--- src/rtl/jtdd2_snd_pkg.sv ---
// Shared constants for the JTDD2 sound mixer: gain format, output range and clip hold default.
package jtdd2_snd_pkg;
    localparam int GAIN_W        = 8;
    localparam int FRAC_W        = 4;
    localparam int SND_W         = 16;
    localparam int SND_MAX       = 32767;
    localparam int SND_MIN       = -32768;
    localparam int CLIP_HOLD_DEF = 4095;
endpackage

--- src/rtl/jtdd2_snd_sat.sv ---
// Saturating narrowing of a wide signed value to the 16-bit sound range, with overflow flag.
module jtdd2_snd_sat
    import jtdd2_snd_pkg::*;
#(
    parameter int IW = 25
) (
    input  logic signed [IW-1:0]    din,
    output logic signed [SND_W-1:0] dout,
    output logic                    ovf
);
    localparam logic signed [IW-1:0] MAX_W = IW'(SND_MAX);
    localparam logic signed [IW-1:0] MIN_W = IW'(SND_MIN);

    always_comb begin
        dout = SND_W'(din);
        ovf  = 1'b0;
        if (din > MAX_W) begin
            dout = SND_W'(SND_MAX);
            ovf  = 1'b1;
        end else if (din < MIN_W) begin
            dout = SND_W'(SND_MIN);
            ovf  = 1'b1;
        end
    end
endmodule

--- src/rtl/jtdd2_snd_mix.sv ---
// JTDD2 sound mixer: FM + ADPCM gain/mix pipeline with saturation and clip hold.
// Optional DC-blocking output stage enabled by defining JTDD2_MIX_DCBLOCK_EN.
module jtdd2_snd_mix
    import jtdd2_snd_pkg::*;
#(
    parameter int CLIPW     = 12,
    parameter int CLIP_HOLD = CLIP_HOLD_DEF
) (
    input  logic                     clk,
    input  logic                     rst,
    input  logic                     cen,
    input  logic signed [15:0]       fm_left,
    input  logic signed [15:0]       fm_right,
    input  logic signed [13:0]       adpcm,
    input  logic [GAIN_W-1:0]        fm_gain,
    input  logic [GAIN_W-1:0]        pcm_gain,
    output logic signed [SND_W-1:0]  sound,
    output logic                     sample,
    output logic                     clip
);
    logic                    v1_q, v1_d, v2_q, v2_d, v3_q, v3_d;
    logic signed [15:0]      fm1_q, fm1_d, pcm1_q, pcm1_d;
    logic [GAIN_W-1:0]       fg1_q, fg1_d, pg1_q, pg1_d;
    logic signed [23:0]      fmp2_q, fmp2_d, pcmp2_q, pcmp2_d;
    logic signed [SND_W-1:0] s3_q, s3_d;
    logic [CLIPW-1:0]        cnt_q, cnt_d;
    logic                    clip_q, clip_d;

    logic signed [16:0]      fm_sum;
    logic signed [24:0]      fm_prod, pcm_prod, mix_sum, mix_shr;
    logic signed [SND_W-1:0] sat3_out;
    logic                    sat3_ovf;

    jtdd2_snd_sat #(.IW(25)) u_sat3 (
        .din  (mix_shr),
        .dout (sat3_out),
        .ovf  (sat3_ovf)
    );

    always_comb begin
        // Stage 1: capture inputs only on cen; gains travel with their sample.
        fm_sum = 17'(fm_left) + 17'(fm_right);
        v1_d   = cen;
        fm1_d  = cen ? 16'(fm_sum >>> 1) : fm1_q;
        pcm1_d = cen ? {adpcm, 2'b00} : pcm1_q;
        fg1_d  = cen ? fm_gain : fg1_q;
        pg1_d  = cen ? pcm_gain : pg1_q;

        // Stage 2: gains are zero-extended so 0xFF stays positive.
        fm_prod  = 25'(fm1_q) * 25'($signed({1'b0, fg1_q}));
        pcm_prod = 25'(pcm1_q) * 25'($signed({1'b0, pg1_q}));
        v2_d     = v1_q;
        fmp2_d   = 24'(fm_prod);
        pcmp2_d  = 24'(pcm_prod);

        mix_sum = 25'(fmp2_q) + 25'(pcmp2_q);
        mix_shr = mix_sum >>> FRAC_W;
        v3_d    = v2_q;
        s3_d    = v2_q ? sat3_out : s3_q;

        // Reload on saturation takes priority over the cen-paced countdown.
        cnt_d = cnt_q;
        if (v2_q && sat3_ovf) begin
            cnt_d = CLIPW'(CLIP_HOLD);
        end else if (cen && (cnt_q != '0)) begin
            cnt_d = cnt_q - CLIPW'(1);
        end
        clip_d = (cnt_d != '0);
    end

    always_ff @(posedge clk) begin
        if (rst) begin
            v1_q    <= 1'b0;
            v2_q    <= 1'b0;
            v3_q    <= 1'b0;
            fm1_q   <= '0;
            pcm1_q  <= '0;
            fg1_q   <= '0;
            pg1_q   <= '0;
            fmp2_q  <= '0;
            pcmp2_q <= '0;
            s3_q    <= '0;
            cnt_q   <= '0;
            clip_q  <= 1'b0;
        end else begin
            v1_q    <= v1_d;
            v2_q    <= v2_d;
            v3_q    <= v3_d;
            fm1_q   <= fm1_d;
            pcm1_q  <= pcm1_d;
            fg1_q   <= fg1_d;
            pg1_q   <= pg1_d;
            fmp2_q  <= fmp2_d;
            pcmp2_q <= pcmp2_d;
            s3_q    <= s3_d;
            cnt_q   <= cnt_d;
            clip_q  <= clip_d;
        end
    end

`ifdef JTDD2_MIX_DCBLOCK_EN
    logic                    v4_q, v4_d;
    logic signed [SND_W-1:0] x_prev_q, x_prev_d, y_q, y_d;
    logic signed [18:0]      dc_sum;
    logic signed [SND_W-1:0] dc_out;
    logic                    dc_ovf;

    jtdd2_snd_sat #(.IW(19)) u_sat_dc (
        .din  (dc_sum),
        .dout (dc_out),
        .ovf  (dc_ovf)
    );

    // Leaky differentiator: pole at 1 - 1/256 removes the DC component.
    always_comb begin
        dc_sum   = 19'(s3_q) - 19'(x_prev_q) + 19'(y_q) - 19'(y_q >>> 8);
        v4_d     = v3_q;
        y_d      = v3_q ? dc_out : y_q;
        x_prev_d = v3_q ? s3_q : x_prev_q;
    end

    always_ff @(posedge clk) begin
        if (rst) begin
            v4_q     <= 1'b0;
            y_q      <= '0;
            x_prev_q <= '0;
        end else begin
            v4_q     <= v4_d;
            y_q      <= y_d;
            x_prev_q <= x_prev_d;
        end
    end

    assign sound  = y_q;
    assign sample = v4_q;
`else
    assign sound  = s3_q;
    assign sample = v3_q;
`endif
    assign clip = clip_q;
endmodule

--- config.mk ---
export PLATFORM = sky130hd
export DESIGN_NAME = jtdd2_snd_mix
export DESIGN_NICKNAME = d
export VERILOG_FILES = /design/src/rtl/jtdd2_snd_pkg.sv /design/src/rtl/jtdd2_snd_sat.sv /design/src/rtl/jtdd2_snd_mix.sv
export SDC_FILE = /design/constraint.sdc
export NUM_CORES = 1
export LEC_CHECK = 0
export CORE_MARGIN = 4
export CORE_UTILIZATION = 60
export CTS_BUF_LIST = sky130_fd_sc_hd__clkbuf_16
export DETAILED_ROUTE_END_ITERATION = 10
export PLACE_DENSITY = 0.8
export REMOVE_ABC_BUFFERS = 1
export SYNTH_ARGS = -nofsm -noshare
export SYNTH_HDL_FRONTEND = slang
export SYNTH_SLANG_ARGS = --single-unit
export TNS_END_PERCENT = 10
--- constraint.sdc ---
create_clock -name clk -period 10.5 [get_ports clk]
set_clock_uncertainty 0.15 [all_clocks]
set_input_delay 1.05 -clock clk [delete_from_list [all_inputs] [get_ports clk]]
set_output_delay 1.05 -clock clk [all_outputs]
set_load 0.01 [all_outputs]
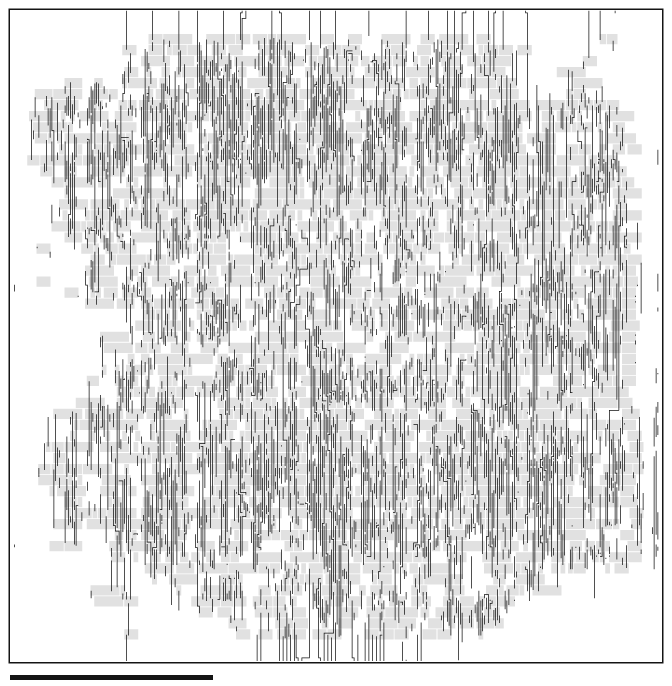
m2.png
Scale bar: 50 um.
main direction: vertical
wire length on this layer: 14500 um
share of all routed wire: 50%

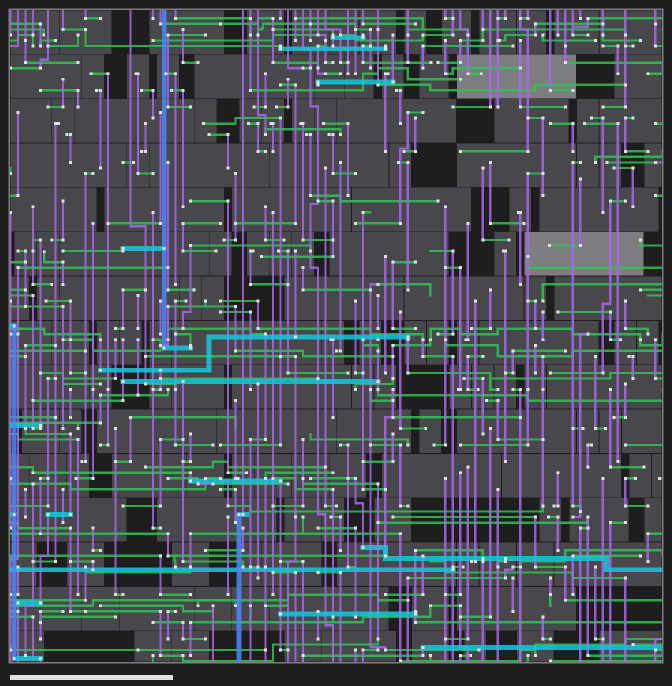
closeup.png
Scale bar: 10 um. Region (60, 28) to (100, 68) um. Cells in grey, sequential cells in the stronger grey; small squares are vias.
| layer | colour |
|---|---|
| M4 | blue |
| M3 | cyan |
| M2 | purple |
| M1 | green |
sequential cells in the window: 2
netlist names of flops here include: fg1_q (1), fmp2_q (1)
cells with their middle in the window: 147
most frequent: inv_1 (37), fa_1 (32), and2_1 (25)

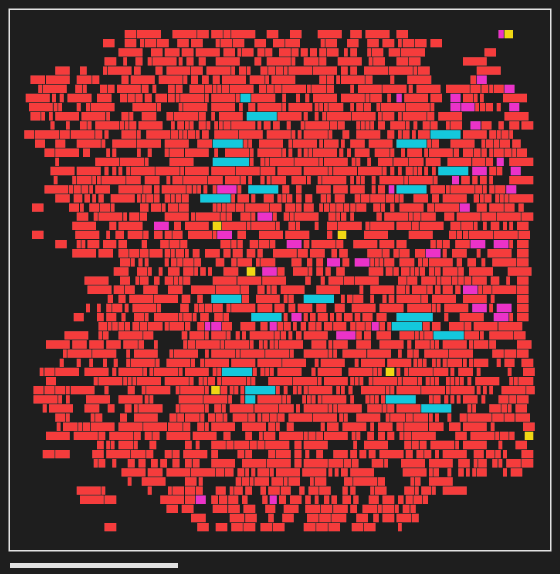
sizing.png
Scale bar: 50 um.
| size | colour | cells | share |
|---|---|---|---|
| x3 and x4 | yellow | 7 | 0.43% |
| x1 and smaller | red | 1565 | 96% |
| x2 | magenta | 39 | 2.4% |
| x6 and larger | cyan | 21 | 1.3% |

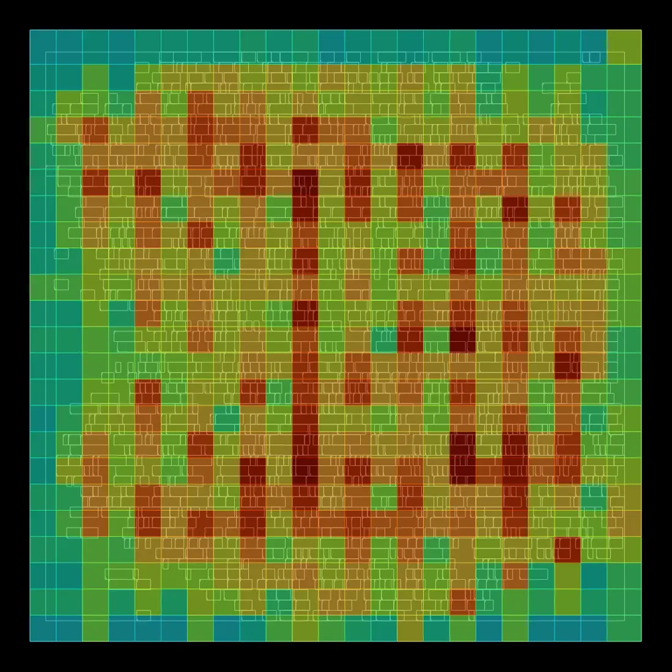
congestion_map.png
global routing usage on met2: 41.2%
met3 Use GR: 2.72%
routing layer with the top usage in global route: met2

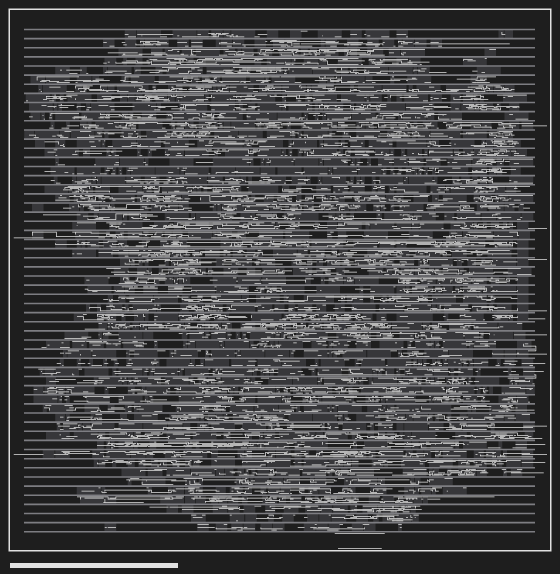
m1.png
Scale bar: 50 um. Supply wires on this layer in grey.
wire length on this layer: 12700 um
nets with wire on the layer: 1856
longest straight run: 35.9 um

==> out/qor.csv <==
metric,value,unit
count of inverters other than clock inverters in the layout,253,
reg-to-reg critical path endpoint,fmp2_q[22]$_SDFF_PP0_,
clock transition at the registers of the reported paths,0.06,ns
required time at the worst-slack endpoint,10.63,ns
maximum number of pins on one net before global-route repair,76,
total of endpoints with negative setup slack in the final report,0,
total track usage,23.7,%
Arrival @ worst endpoint,6.00,ns
warnings from Yosys,0,
number of antenna violations at the first check in global routing,0,
Mapped Cells,1567,
number of buffers inserted by post-CTS setup repair,0,
"leading cell types in the layout, fill and taps excluded","253 x sky130_fd_sc_hd__inv_1, 189 x sky130_fd_sc_hd__fa_1, 155 x sky130_fd_sc_hd__and2_1",
result of the run,finished clean,
clock latency reported for the late side of the worst-skew pair,0.42,ns
cells on worst reg2reg path,18,
Slew Limit Headroom,40.1,%
post-synthesis sequential area ratio,17.4,%
library cell appearing most often on the critical path,sky130_fd_sc_hd__fa_1,
capturing instance or port of the critical path,fmp2_q[22]$_SDFF_PP0_,
flip-flop and latch count after synthesis,122,
crit-path cells,"nand2_1, fa_1, fa_1, inv_1, ha_1, inv_1, fa_1, fa_1, nor2b_1, o21a_1, o21ai_0, a2111oi_0, nor3_1, o31ai_1, nand2b_1, a21oi_1, xor2_1, nor2_1",
slew at the pin closest to its max-slew limit,0.898,ns
half-perimeter wire length of the detailed placement result,22200,um
area figure in the yosys stat output,0.0140,sq mm
die boundary width,161,um
class of the worst hold path,flip-flop to flip-flop,
worst hold-check slack,0.294,ns
number of multi-input logic gates,1141,
number of flip-flops and latches,122,
TritonCTS Buffers,17,
number of antenna cells inserted,0,
Total Power,1.80,mW
min setup slack post-route,4.64,ns
Non-clock buffering overhead,5.36,%
final setup TNS,0,ns
==> kinds of logic after synthesis <==
logic type | Yosys count | share of synthesized area, %
compound gates | 181 | 9.30
flops | 122 | 17.4
fa+ha+maj | 316 | 38.3
simple gates | 531 | 19.2
xor+xnor | 74 | 4.62
buf+inv | 304 | 8.33
mux | 39 | 2.79
==> worst max-delay path, delay by kind of cell, from the launching register on <==
| family | cells | cell delay [ns] |
|---|---|---|
| adder cells (fa/ha/maj) | 5 | 2.33 |
| AND-OR/OR-AND | 5 | 1.53 |
| AND/OR/NAND/NOR | 5 | 0.81 |
| flip-flops | 1 | 0.69 |
| XOR/XNOR | 1 | 0.13 |
| buffers and inverters | 2 | 0.09 |
==> power breakdown <==
group / internal, mW / switching (mW) / total [mW]
logic: 0.291 / 0.339 / 0.630
clock network: 0.344 / 0.221 / 0.565
registers: 0.524 / 0.0793 / 0.603
total: 1.16 / 0.640 / 1.80
==> how the worst min path moves through the flow <==
stage	start	end	slack [ns]	depth (start not counted)
floorplan	v1_q$_SDFF_PP0_	v2_q$_SDFF_PP0_	0.26	1
global placement	v1_q$_SDFF_PP0_	v2_q$_SDFF_PP0_	0.27	1
detailed placement	v1_q$_SDFF_PP0_	v2_q$_SDFF_PP0_	0.29	1
CTS	v1_q$_SDFF_PP0_	v2_q$_SDFF_PP0_	0.30	1
global route	v1_q$_SDFF_PP0_	v2_q$_SDFF_PP0_	0.32	1
finish	v1_q$_SDFF_PP0_	v2_q$_SDFF_PP0_	0.29	1
==> routing by layer <==
layer,part of all wire (%),track usage (%),up-vias
met5,0,0,-
met4,2.4,7.83,0
met2,50,41.2,244
met1,44,31.1,5208
met3,3.8,2.72,50
li1,-,-,5101
No activity file was given, so power comes from the tool's default toggle rates.
